===== src/rtl/udp_dram_burst_recv_if.sv =====
// udp_dram_burst_recv_if: bundles the stream-in port and the DRAM data/command FIFO writes.
//   slave  : receiver side (stream in, FIFO writes out)
//   master : source/monitor side
//   r_req, r_enable, r_data : stream request, packet-active, word
//   r_ack                   : stream acknowledge
//   w_req, w_enable, w_ack, w_data : unused write-back stream
//   data_in/data_we         : {strb, data} to the DRAM data FIFO
//   ctrl_in/ctrl_we         : {len_words, byte_addr} to the DRAM command FIFO
interface udp_dram_burst_recv_if;
    logic        r_req;
    logic        r_enable;
    logic        r_ack;
    logic [31:0] r_data;
    logic        w_req;
    logic        w_enable;
    logic        w_ack;
    logic [31:0] w_data;
    logic [35:0] data_in;
    logic        data_we;
    logic [39:0] ctrl_in;
    logic        ctrl_we;
    modport slave (
        input  r_req, r_enable, r_data, w_ack,
        output r_ack, w_req, w_enable, w_data, data_in, data_we, ctrl_in, ctrl_we
    );
    modport master (
        output r_req, r_enable, r_data, w_ack,
        input  r_ack, w_req, w_enable, w_data, data_in, data_we, ctrl_in, ctrl_we
    );
endinterface


===== src/rtl/udp_dram_burst_recv.sv =====
// udp_dram_burst_recv: parses a header/address/payload stream and writes it to DRAM FIFOs in bursts.
//   clk, rst      : clock, asynchronous active-high reset
//   bus (slave)   : stream input plus data/command FIFO write ports
//   pkt_count     : completed (or zero-length) packets
//   drop_count    : packets rejected for oversize length
//   trunc_count   : packets cut short by r_enable falling early
module udp_dram_burst_recv #(
    parameter int          HDR_WORDS  = 4,
    parameter int          LEN_IDX    = 3,
    parameter int          MAX_BURST  = 64,
    parameter logic [31:0] MAX_BYTES  = 32'h0000_2000,
    parameter int          ADDR_SHIFT = 2
) (
    input  logic                   clk,
    input  logic                   rst,
    udp_dram_burst_recv_if.slave   bus,
    output logic [15:0]            pkt_count,
    output logic [15:0]            drop_count,
    output logic [15:0]            trunc_count
);
    localparam int HW = HDR_WORDS > 1 ? $clog2(HDR_WORDS) : 1;

    typedef enum logic [2:0] {IDLE, HEADER, ADDR, DATA, FLUSH, WAIT_END} state_t;

    state_t        state, state_n;
    logic [31:0]   r_data_reg;
    logic [31:0]   header [HDR_WORDS];
    logic [31:0]   len, total_words, wcnt, burst_addr;
    logic [HW-1:0] hcnt;
    logic [7:0]    bcnt, ctrl_len;
    logic [3:0]    strb;
    logic [39:0]   ctrl_in;
    logic          ctrl_we, en_reg, armed, truncd;
    logic          data_we, last, emit, pkt_inc, drop_inc, trunc_inc;
    logic          unused_ok;

    assign bus.r_ack    = 1'b1;
    assign bus.w_req    = 1'b0;
    assign bus.w_enable = 1'b0;
    assign bus.w_data   = 32'd0;
    assign unused_ok    = bus.r_req ^ bus.w_ack;

    assign len      = header[LEN_IDX];
    assign strb     = !last ? 4'b1111 :
                      len[1:0] == 2'd1 ? 4'b0001 :
                      len[1:0] == 2'd2 ? 4'b0011 :
                      len[1:0] == 2'd3 ? 4'b0111 : 4'b1111;
    // On truncation no word is written this cycle, so the burst holds bcnt words.
    assign ctrl_len = en_reg ? bcnt + 8'd1 : bcnt;

    assign bus.data_we = data_we;
    assign bus.data_in = data_we ? {strb, r_data_reg} : 36'd0;
    assign bus.ctrl_we = ctrl_we;
    assign bus.ctrl_in = ctrl_in;

    // en_reg marks r_data_reg as valid, so every parsing state tests en_reg;
    // only IDLE and WAIT_END look at the live r_enable to find packet edges.
    always_comb begin
        state_n   = state;
        data_we   = 1'b0;
        last      = 1'b0;
        emit      = 1'b0;
        pkt_inc   = 1'b0;
        drop_inc  = 1'b0;
        trunc_inc = 1'b0;
        case (state)
            IDLE: state_n = (bus.r_enable && armed) ? HEADER : IDLE;
            HEADER: begin
                trunc_inc = !en_reg;
                state_n   = !en_reg ? IDLE : (hcnt == HW'(HDR_WORDS - 1)) ? ADDR : HEADER;
            end
            ADDR: begin
                trunc_inc = !en_reg;
                pkt_inc   = en_reg && len == 32'd0;
                drop_inc  = en_reg && len > MAX_BYTES;
                state_n   = !en_reg ? IDLE : (len == 32'd0 || len > MAX_BYTES) ? WAIT_END : DATA;
            end
            DATA: begin
                data_we   = en_reg;
                trunc_inc = !en_reg;
                last      = en_reg && wcnt + 32'd1 == total_words;
                emit      = en_reg ? (last || bcnt + 8'd1 == 8'(MAX_BURST)) : bcnt != 8'd0;
                state_n   = (!en_reg || last) ? FLUSH : DATA;
            end
            FLUSH: begin
                pkt_inc = !truncd;
                state_n = truncd ? IDLE : WAIT_END;
            end
            WAIT_END: state_n = bus.r_enable ? WAIT_END : IDLE;
            default:  state_n = IDLE;
        endcase
    end

    // Commands are registered so each one lands the cycle after its last data word.
    always_ff @(posedge clk or posedge rst) begin
        if (rst) begin
            state       <= IDLE;
            r_data_reg  <= 32'd0;
            en_reg      <= 1'b0;
            armed       <= 1'b0;
            truncd      <= 1'b0;
            hcnt        <= '0;
            total_words <= 32'd0;
            wcnt        <= 32'd0;
            bcnt        <= 8'd0;
            burst_addr  <= 32'd0;
            ctrl_we     <= 1'b0;
            ctrl_in     <= 40'd0;
            pkt_count   <= 16'd0;
            drop_count  <= 16'd0;
            trunc_count <= 16'd0;
        end else begin
            state      <= state_n;
            r_data_reg <= bus.r_data;
            en_reg     <= bus.r_enable;
            armed      <= armed | !bus.r_enable;
            hcnt       <= state == HEADER ? hcnt + 1'b1 : '0;
            if (state == ADDR) begin
                total_words <= (len + 32'd3) >> 2;
                burst_addr  <= r_data_reg << ADDR_SHIFT;
                wcnt        <= 32'd0;
                bcnt        <= 8'd0;
            end
            if (state == DATA)
                truncd <= !en_reg;
            if (data_we) begin
                wcnt <= wcnt + 32'd1;
                bcnt <= bcnt + 8'd1;
            end
            ctrl_we <= emit;
            if (emit) begin
                ctrl_in    <= {ctrl_len, burst_addr};
                burst_addr <= burst_addr + {22'd0, ctrl_len, 2'b00};
                bcnt       <= 8'd0;
            end
            pkt_count   <= pkt_count + {15'd0, pkt_inc};
            drop_count  <= drop_count + {15'd0, drop_inc};
            trunc_count <= trunc_count + {15'd0, trunc_inc};
        end
    end

    always_ff @(posedge clk)
        if (state == HEADER)
            header[hcnt] <= r_data_reg;
endmodule


===== src/flat_wrapper.sv =====
// flat-port wrapper written by rule: the top's interface ports become plain ports
module udp_dram_burst_recv_flat 
#(
    parameter int          HDR_WORDS  = 4,
    parameter int          LEN_IDX    = 3,
    parameter int          MAX_BURST  = 64,
    parameter logic [31:0] MAX_BYTES  = 32'h0000_2000,
    parameter int          ADDR_SHIFT = 2
)
  (clk, rst, pkt_count, drop_count, trunc_count, bus_r_req, bus_r_enable, bus_r_data, bus_w_ack, bus_r_ack, bus_w_req, bus_w_enable, bus_w_data, bus_data_in, bus_data_we, bus_ctrl_in, bus_ctrl_we);
  udp_dram_burst_recv_if bus_i ();
  input  logic clk;
  input  logic rst;
  output logic [15:0] pkt_count;
  output logic [15:0] drop_count;
  output logic [15:0] trunc_count;
  input wire logic [$bits(bus_i.r_req)-1:0] bus_r_req;
  input wire logic [$bits(bus_i.r_enable)-1:0] bus_r_enable;
  input wire logic [$bits(bus_i.r_data)-1:0] bus_r_data;
  input wire logic [$bits(bus_i.w_ack)-1:0] bus_w_ack;
  output wire logic [$bits(bus_i.r_ack)-1:0] bus_r_ack;
  output wire logic [$bits(bus_i.w_req)-1:0] bus_w_req;
  output wire logic [$bits(bus_i.w_enable)-1:0] bus_w_enable;
  output wire logic [$bits(bus_i.w_data)-1:0] bus_w_data;
  output wire logic [$bits(bus_i.data_in)-1:0] bus_data_in;
  output wire logic [$bits(bus_i.data_we)-1:0] bus_data_we;
  output wire logic [$bits(bus_i.ctrl_in)-1:0] bus_ctrl_in;
  output wire logic [$bits(bus_i.ctrl_we)-1:0] bus_ctrl_we;
  assign bus_i.r_req = bus_r_req;
  assign bus_i.r_enable = bus_r_enable;
  assign bus_i.r_data = bus_r_data;
  assign bus_i.w_ack = bus_w_ack;
  assign bus_r_ack = bus_i.r_ack;
  assign bus_w_req = bus_i.w_req;
  assign bus_w_enable = bus_i.w_enable;
  assign bus_w_data = bus_i.w_data;
  assign bus_data_in = bus_i.data_in;
  assign bus_data_we = bus_i.data_we;
  assign bus_ctrl_in = bus_i.ctrl_in;
  assign bus_ctrl_we = bus_i.ctrl_we;
  udp_dram_burst_recv #(.HDR_WORDS(HDR_WORDS), .LEN_IDX(LEN_IDX), .MAX_BURST(MAX_BURST), .MAX_BYTES(MAX_BYTES), .ADDR_SHIFT(ADDR_SHIFT)) u_core (.clk(clk), .rst(rst), .bus(bus_i), .pkt_count(pkt_count), .drop_count(drop_count), .trunc_count(trunc_count));
endmodule

===== config.mk =====
export PLATFORM = sky130hd
export DESIGN_NAME = udp_dram_burst_recv_flat
export DESIGN_NICKNAME = d
export VERILOG_FILES = /design/src/rtl/udp_dram_burst_recv_if.sv /design/src/rtl/udp_dram_burst_recv.sv /design/src/flat_wrapper.sv
export SDC_FILE = /design/constraint.sdc
export NUM_CORES = 1
export LEC_CHECK = 0
export CAP_MARGIN = 20
export CORE_UTILIZATION = 59
export DETAILED_ROUTE_END_ITERATION = 8
export PLACE_DENSITY = 0.87
export SYNTH_ARGS = -nofsm -noshare
export SYNTH_HDL_FRONTEND = slang
export SYNTH_SLANG_ARGS = --single-unit

===== constraint.sdc =====
create_clock -name clk -period 13.7 [get_ports clk]
set_clock_uncertainty 0.05 [all_clocks]
set_input_delay 1.37 -clock clk [delete_from_list [all_inputs] [get_ports clk]]
set_output_delay 1.37 -clock clk [all_outputs]
set_load 0.01 [all_outputs]

==> results.tsv, run 1 <==
metric	value	unit
Power Dens Cells	142	nW/um2
Non-clk invs	24	
largest net degree at the start of global routing	87	
GPL Wtd Cong	0.892	
clk cell area share	0.0571	
cell count after placement	1708	
Main synth FF type	dfrtp_1	
Cell Area, Synth	13200	um2
clock group share of total power	0.328	
drt wl/cell	17.7	um
Core Util, Final	0.716	
Synth Instances	1330	
row count	54	
Layout Cells excl Fill	1757	
crit path time final	6430	ps
worst hold endpoint	u_core.header[3][30]$_DFFE_PP_	
layout cell share with drive strength beyond 1	0.0704	
# IOs	198	
maximum vdd drop	0.110	mV
count of plain and timing-repair buffers	167	
Hold WS	402	ps
Clock Pin Slew Worst Setup and Hold Paths	60	ps
Hold Crit Class	reg2reg	
Chip Height	152	um
MI comb cells	978	
number of global-route vias before repair	9971	
Max Clk Rate	155	MHz
final setup fails	0	
worst-path maximum fanout	8	
Placeable Area	21900	um2
status	complete, no violations	
Total Routing Usage GR	0.275	
most numerous logic cell after layout	dfrtp_1	
Final TNS setup	0	ps
crit path kind	reg2out	
Remaining Overflow, GRT	0	
slew margin rel.	0.297	
I/O Buffers	158	
DRC errors left	0	
clock group power	0.731	mW
R2R Setup Slk	8280	ps
Net count, final	1516	
Net Sw Frac	0.296	
Setup Buffers After CTS	0	
area reported by Yosys stat	13200	um2
Gate power share	0.201	
htree depth	1	
Post-synth seq share	0.503	
Seq area share	0.424	
via count	10400	
Ys Warns	0	
max FFs per register	38	
RSZ-0062 raised after global routing	false	
count of library flops with an enable pin	32	
Filler cells	1554	
total power	2.23	mW
Max-area cell class	sequential cells	
top cells by area	dfrtp_1 43%, edfxtp_1 7.3%, xnor2_1 5.7%	
HP Start	u_core.r_data_reg[30]$_DFF_PP0_	
CTS buffer count	27	
CP Data Arrival Time	5010	ps
Initial Util	0.603	
Final Max Tran Viols	0	
logic area	6030	um2
Crit. Startpoint	u_core.wcnt[0]$_DFFE_PP0P_	
Final ANT Viol Nets	0	
Placed Area	14800	um2
Yosys reg bits	259	
dominant logic cell types in the final layout	227 x dfrtp_1, 158 x clkdlybuf4s50_1, 154 x nand2_1	
TritonCTS clock tree	done	
Top cell area share	0.430	
Seq group	1.05	mW
NonClk Buf Share	0.105	
top-count cell post-synth	dfrtp_1	
Reg with most FFs	u_core.bus.ctrl_in	
crit share post-route	0.470	
sequential cell area	6640	um2
Die W	152	um
leak pwr	6.58	nW
clock sink count	259	
post-route design area	15700	um2
Seq cells	259	
worst hold stages	0	
synthesized area per cell	9.93	um2
final wirelength	31.1	mm
OpenROAD warning count	31	
run 1: worst max-delay path: stages (launching register included):
cell             delay [ps]
dfrtp_1                 430
ha_1                    400
nand4_2                 190
or3_4                   450
or4_1                   630
or4b_1                  510
and4_1                  250
nor4_1                  890
a21oi_1                 210
clkdlybuf4s50_1         540
run 1: cell families (layout without fill, tap and decap cells):
logic type	after synthesis	count (layout)	share of synthesized area
DFF	259	259	0.503
xor gates and xnor gates	125	125	0.0829
muxes	46	46	0.0377
and+or+nand+nor	538	538	0.203
other	2	37	0.000569
adders and majority gates	22	22	0.0214
AOI/OAI and AO/OA	210	210	0.100
buffers and inverters	128	240	0.0507
run 1: metal layers:
layer,track usage,wire (um),vias up
li1,-,-,4854
met1,0.374,13100,5083
met2,0.451,15000,411
met3,0.0440,2230,63
met4,0.0916,760,0
met5,0,0,-
### Routed metal per tile, run 1

The die is cut into 30 by 30 equal tiles; black is low, pale yellow is high, scaled to the fullest tile. Values are wire area over tile area, all layers added.
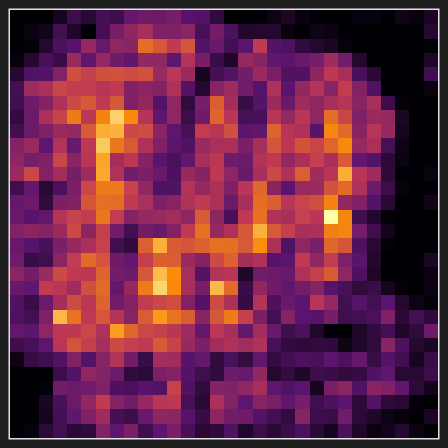
nearly empty tiles	11%
fullest tile	0.71
densest ninth of the die	centre
mean over tiles	0.22
tiles over half the peak	18%

### Met1 routing, run 1

Supply wires on this layer in grey.
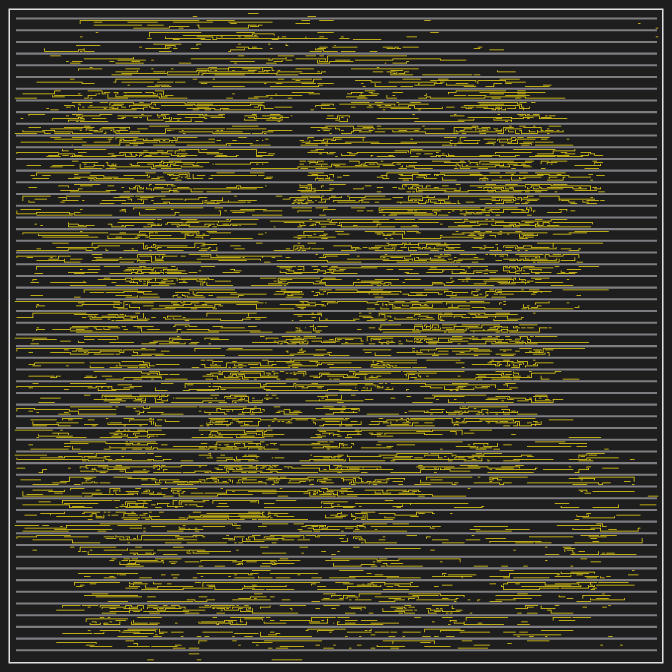
wire length on this layer	13100 um
share of all routed wire	42%
main direction	horizontal

### Metal layers overlaid, run 1

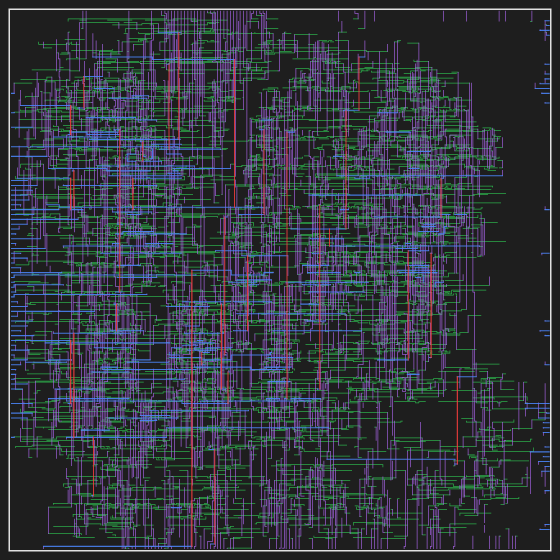
layer	colour	wire length
M3	blue	2230 um
M2	purple	15000 um
M4	red	760 um
M1	green	13100 um

### Cell placement, run 1

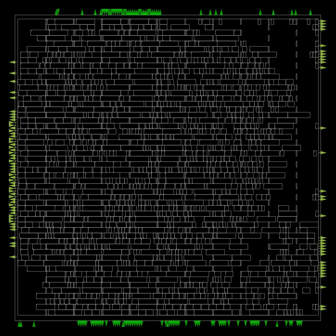

--- run 2 (diff from run 1) ---
--- a/config.mk
+++ b/config.mk
@@ -6,9 +6,9 @@
 export NUM_CORES = 1
 export LEC_CHECK = 0
 export CAP_MARGIN = 20
-export CORE_UTILIZATION = 59
+export CORE_UTILIZATION = 55
 export DETAILED_ROUTE_END_ITERATION = 8
-export PLACE_DENSITY = 0.87
+export PLACE_DENSITY = 0.82
 export SYNTH_ARGS = -nofsm -noshare
 export SYNTH_HDL_FRONTEND = slang
 export SYNTH_SLANG_ARGS = --single-unit
==> constraint.sdc (replaced) <==
create_clock -name clk -period 6.2 [get_ports clk]
set_clock_uncertainty 0.05 [all_clocks]
set_input_delay 0.62 -clock clk [delete_from_list [all_inputs] [get_ports clk]]
set_output_delay 0.62 -clock clk [all_outputs]
set_load 0.01 [all_outputs]
### Cell placement, run 2

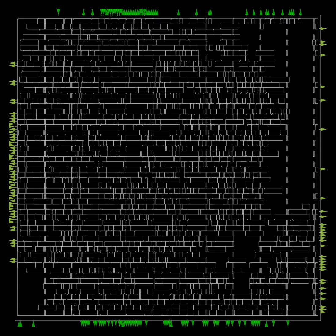
Seq cells: 259
Layout Cells excl Fill: 1798
Filler cells: 1760

==> run 2 against run 1 <==
  * First-iteration DRC count fell by 7.7%
  * Largest power group unchanged
  * Hold slack got worse by 20 ps
  * Synthesized area unchanged
  * Combinational power grew 120%
  * Critical path depth rose by 1
  * Clock power rose by 140%
  * Largest cell class unchanged
  * Flip-flop count unchanged
  * Utilization is 4.3 points lower
  * Via count shrank 1.5%
  * Non-clock buffer count rose by 3
  * Setup slack lost 6200 ps
  * Cell count increased by 2.3%
==> results.tsv, run 2 <==
metric	value	unit	change
status	complete, no violations		unchanged
CTS buffer count	27		unchanged
layout cell share with drive strength beyond 1	0.0723		was 0.0704
Power Dens Cells	318	nW/um2	was 142 nW/um2
Hold Crit Class	reg2reg		unchanged
htree depth	1		unchanged
sequential cell area	6640	um2	unchanged
drt wl/cell	17.1	um	was 17.7 um
Hold WS	382	ps	was 402 ps
post-route design area	15800	um2	was 15700 um2
Crit. Startpoint	u_core.wcnt[0]$_DFFE_PP0P_		unchanged
Final ANT Viol Nets	0		unchanged
dominant logic cell types in the final layout	227 x dfrtp_1, 158 x clkdlybuf4s50_1, 154 x nand2_1		unchanged
worst hold endpoint	u_core.header[3][31]$_DFFE_PP_		was u_core.header[3][30]$_DFFE_PP_
Crit path depth	10		was 9
Seq area share	0.420		was 0.424
grt met2 use	0.414		was 0.451
# IOs	198		unchanged
top layer in use	met4		unchanged
Total Routing Usage GR	0.259		was 0.275
Net count, final	1519		was 1516
met1 wire length	13.3	mm	was 13.1 mm
Initial Util	0.562		was 0.603
Remaining Overflow, GRT	0		unchanged
Synth Instances	1330		unchanged
buffers and inverters on the worst path	2		was 1
via count	10300		was 10400
metal3 WL	2.17	mm	was 2.23 mm
leak pwr	6.61	nW	was 6.58 nW
Post-synth seq share	0.503		unchanged
Worst path slowest cell	or4_1		was nor4_1
Max Clk Rate	195	MHz	
clock sink count	259		unchanged
logic area	6030	um2	unchanged
max incr delay on CP	640	ps	was 890 ps
Reg with most FFs	u_core.bus.ctrl_in		unchanged
Main synth FF type	dfrtp_1		unchanged
count of plain and timing-repair buffers	170		was 167
largest net degree at the start of global routing	155		was 87
final wirelength	30.7	mm	was 31.1 mm
CP Data Arrival Time	4460	ps	was 5010 ps
Placeable Area	23500	um2	was 21900 um2
Ys Warns	0		unchanged
-- run 2: power by group through the flow --
| stage | Clock (mW) | Combinational [mW] | Sequential [mW] |
|---|---|---|---|
| 6_report | 1.72 | 0.983 | 2.32 |
| 5_1_grt | 1.82 | 1.09 | 2.35 |
| 4_1_cts | 1.74 | 0.986 | 2.31 |
| 3_5_place_dp | 0 | 0.977 | 2.33 |
| 3_3_place_gp | 0 | 0.934 | 2.32 |
| 2_1_floorplan | 0 | 0.678 | 2.26 |
-- run 2: logic make-up after synthesis --
family	after synthesis	synth area share
compound gates	210	0.100
fa+ha+maj	22	0.0214
buf+inv	128	0.0507
mux	46	0.0377
other cells	2	0.000569
simple gates	538	0.203
flops	259	0.503
xor+xnor	125	0.0829
### Routed metal per tile, run 2

The die is cut into 31 by 31 equal tiles; black is low, pale yellow is high, scaled to the fullest tile. Values are wire area over tile area, all layers added.
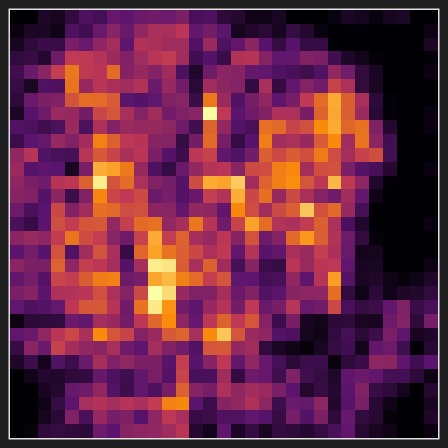

--- run 3 (diff from run 2) ---
--- a/config.mk
+++ b/config.mk
@@ -6,9 +6,9 @@
 export NUM_CORES = 1
 export LEC_CHECK = 0
 export CAP_MARGIN = 20
-export CORE_UTILIZATION = 55
+export CORE_UTILIZATION = 50
 export DETAILED_ROUTE_END_ITERATION = 8
-export PLACE_DENSITY = 0.82
+export PLACE_DENSITY = 0.79
 export SYNTH_ARGS = -nofsm -noshare
 export SYNTH_HDL_FRONTEND = slang
 export SYNTH_SLANG_ARGS = --single-unit
==> constraint.sdc (replaced) <==
create_clock -name clk -period 4.3 [get_ports clk]
set_clock_uncertainty 0.05 [all_clocks]
set_input_delay 0.43 -clock clk [delete_from_list [all_inputs] [get_ports clk]]
set_output_delay 0.43 -clock clk [all_outputs]
set_load 0.01 [all_outputs]
### Routed metal per tile, run 3

The die is cut into 33 by 33 equal tiles; black is low, pale yellow is high, scaled to the fullest tile. Values are wire area over tile area, all layers added.
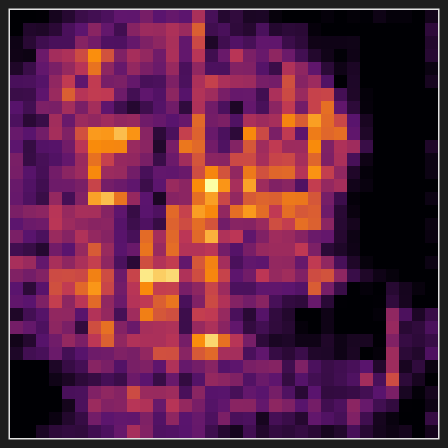
tiles over half the peak	15%
fullest tile	0.67
nearly empty tiles	16%
densest ninth of the die	centre

==> run 3 against run 2 <==
  * Sequential power increased by 44%
  * Critical path depth grew 1
  * Utilization is 5.8 points lower
  * Non-clock buffer count is 19 higher
  * Die area increased by 9.9%
  * Via count rose by 0.84%
  * Clock-buffer cell count rose by 9
  * Total power rose by 43%
  * Hold slack got worse by 180 ps
  * Synthesized cell count unchanged
  * Critical path type is now reg2reg
  * Critical endpoint is now u_core.burst_addr[12]$_DFFE_PP0P_
==> results.tsv, run 3 <==
metric	value	unit	change
via count	10300		about the same
GR Util met1	0.324		was 0.358
Chip Height	164	um	was 157 um
Compound Share, Synth	0.100		unchanged
htree depth	1		unchanged
final wirelength	30.8	mm	was 30.7 mm
Final Max Tran Viols	0		unchanged
Ys Warns	0		unchanged
dominant kind of combinational cell	simple AND/OR/NAND/NOR gates		unchanged
Die W	164	um	was 157 um
buffers and inverters on the worst path	1		was 2
Adder Share, Synth	0.0214		unchanged
status	complete, no violations		unchanged
Top cell area share	0.430		unchanged
Final TNS setup	0	ps	unchanged
I/O Buffers	158		unchanged
Basic Gates by Area	0.203		unchanged
Max Clk Rate	242	MHz	
drt wl/cell	16.8	um	was 17.1 um
Setup Buffers After CTS	0		unchanged
Worst path top cell family by delay	simple AND/OR/NAND/NOR gates		unchanged
Main synth FF type	dfrtp_1		unchanged
max incr delay on CP	550	ps	was 640 ps
crit share post-route	0.962		
Gate power share	0.199		was 0.196
Final ANT Viol Nets	0		unchanged
Synth Instances	1330		unchanged
Worst path slowest cell	or4_4		was or4_1
Remaining Overflow, GRT	0		unchanged
Hold Crit Class	in2async		was reg2reg
worst-path maximum fanout	13		was 8
area fraction in mux cells	0.0377		unchanged
fraction of synthesized cell area in xor and xnor cells	0.0829		unchanged
cell chain of the critical path	ha_2 > nand4_2 > or3_4 > or4_4 > or4b_1 > and4_1 > or4b_1 > o21a_2 > inv_6 > mux2_2 > a221o_1		was ha_1 > nand4_2 > or3_4 > or4_1 > or4b_1 > and4_1 > nor4_1 > buf_4 > a21oi_1 > clkdlybuf4s50_1
CTS buffer count	28		was 27
Clock Pin Slew Worst Setup and Hold Paths	60	ps	about the same
-- run 3: cell counts after synthesis --
No cell type changed its count.
-- run 3: area by class of cell --
cell class	instances	area, um2	area share
clock buffers	43	860	0.0538
clock inverters	8	73.8	0.00462
inverters	24	98.8	0.00619
multi-input cells	978	6050	0.378
flip-flops and latches	259	6640	0.416
well taps	335	419	0.0262
repair buffers	189	1840	0.115
-- run 3: power groups by stage --
stage                     combinational (mW)  sequential, mW  clock (mW)
final                                   1.43            3.34        2.39
after floorplan                        0.978            3.26           0
after CTS                               1.43            3.33        2.44
after global placement                  1.36            3.35           0
after global routing                    1.59            3.40        2.54
after detailed placement                1.42            3.36           0
-- run 3: layer usage --
metal,up-vias,share of wire
met4,0,0.026
met1,5010,0.44
met2,380,0.47
met3,51,0.063
li1,4902,-
met5,-,0
Power figures rest on the tool's default switching activity, not on a simulated workload.
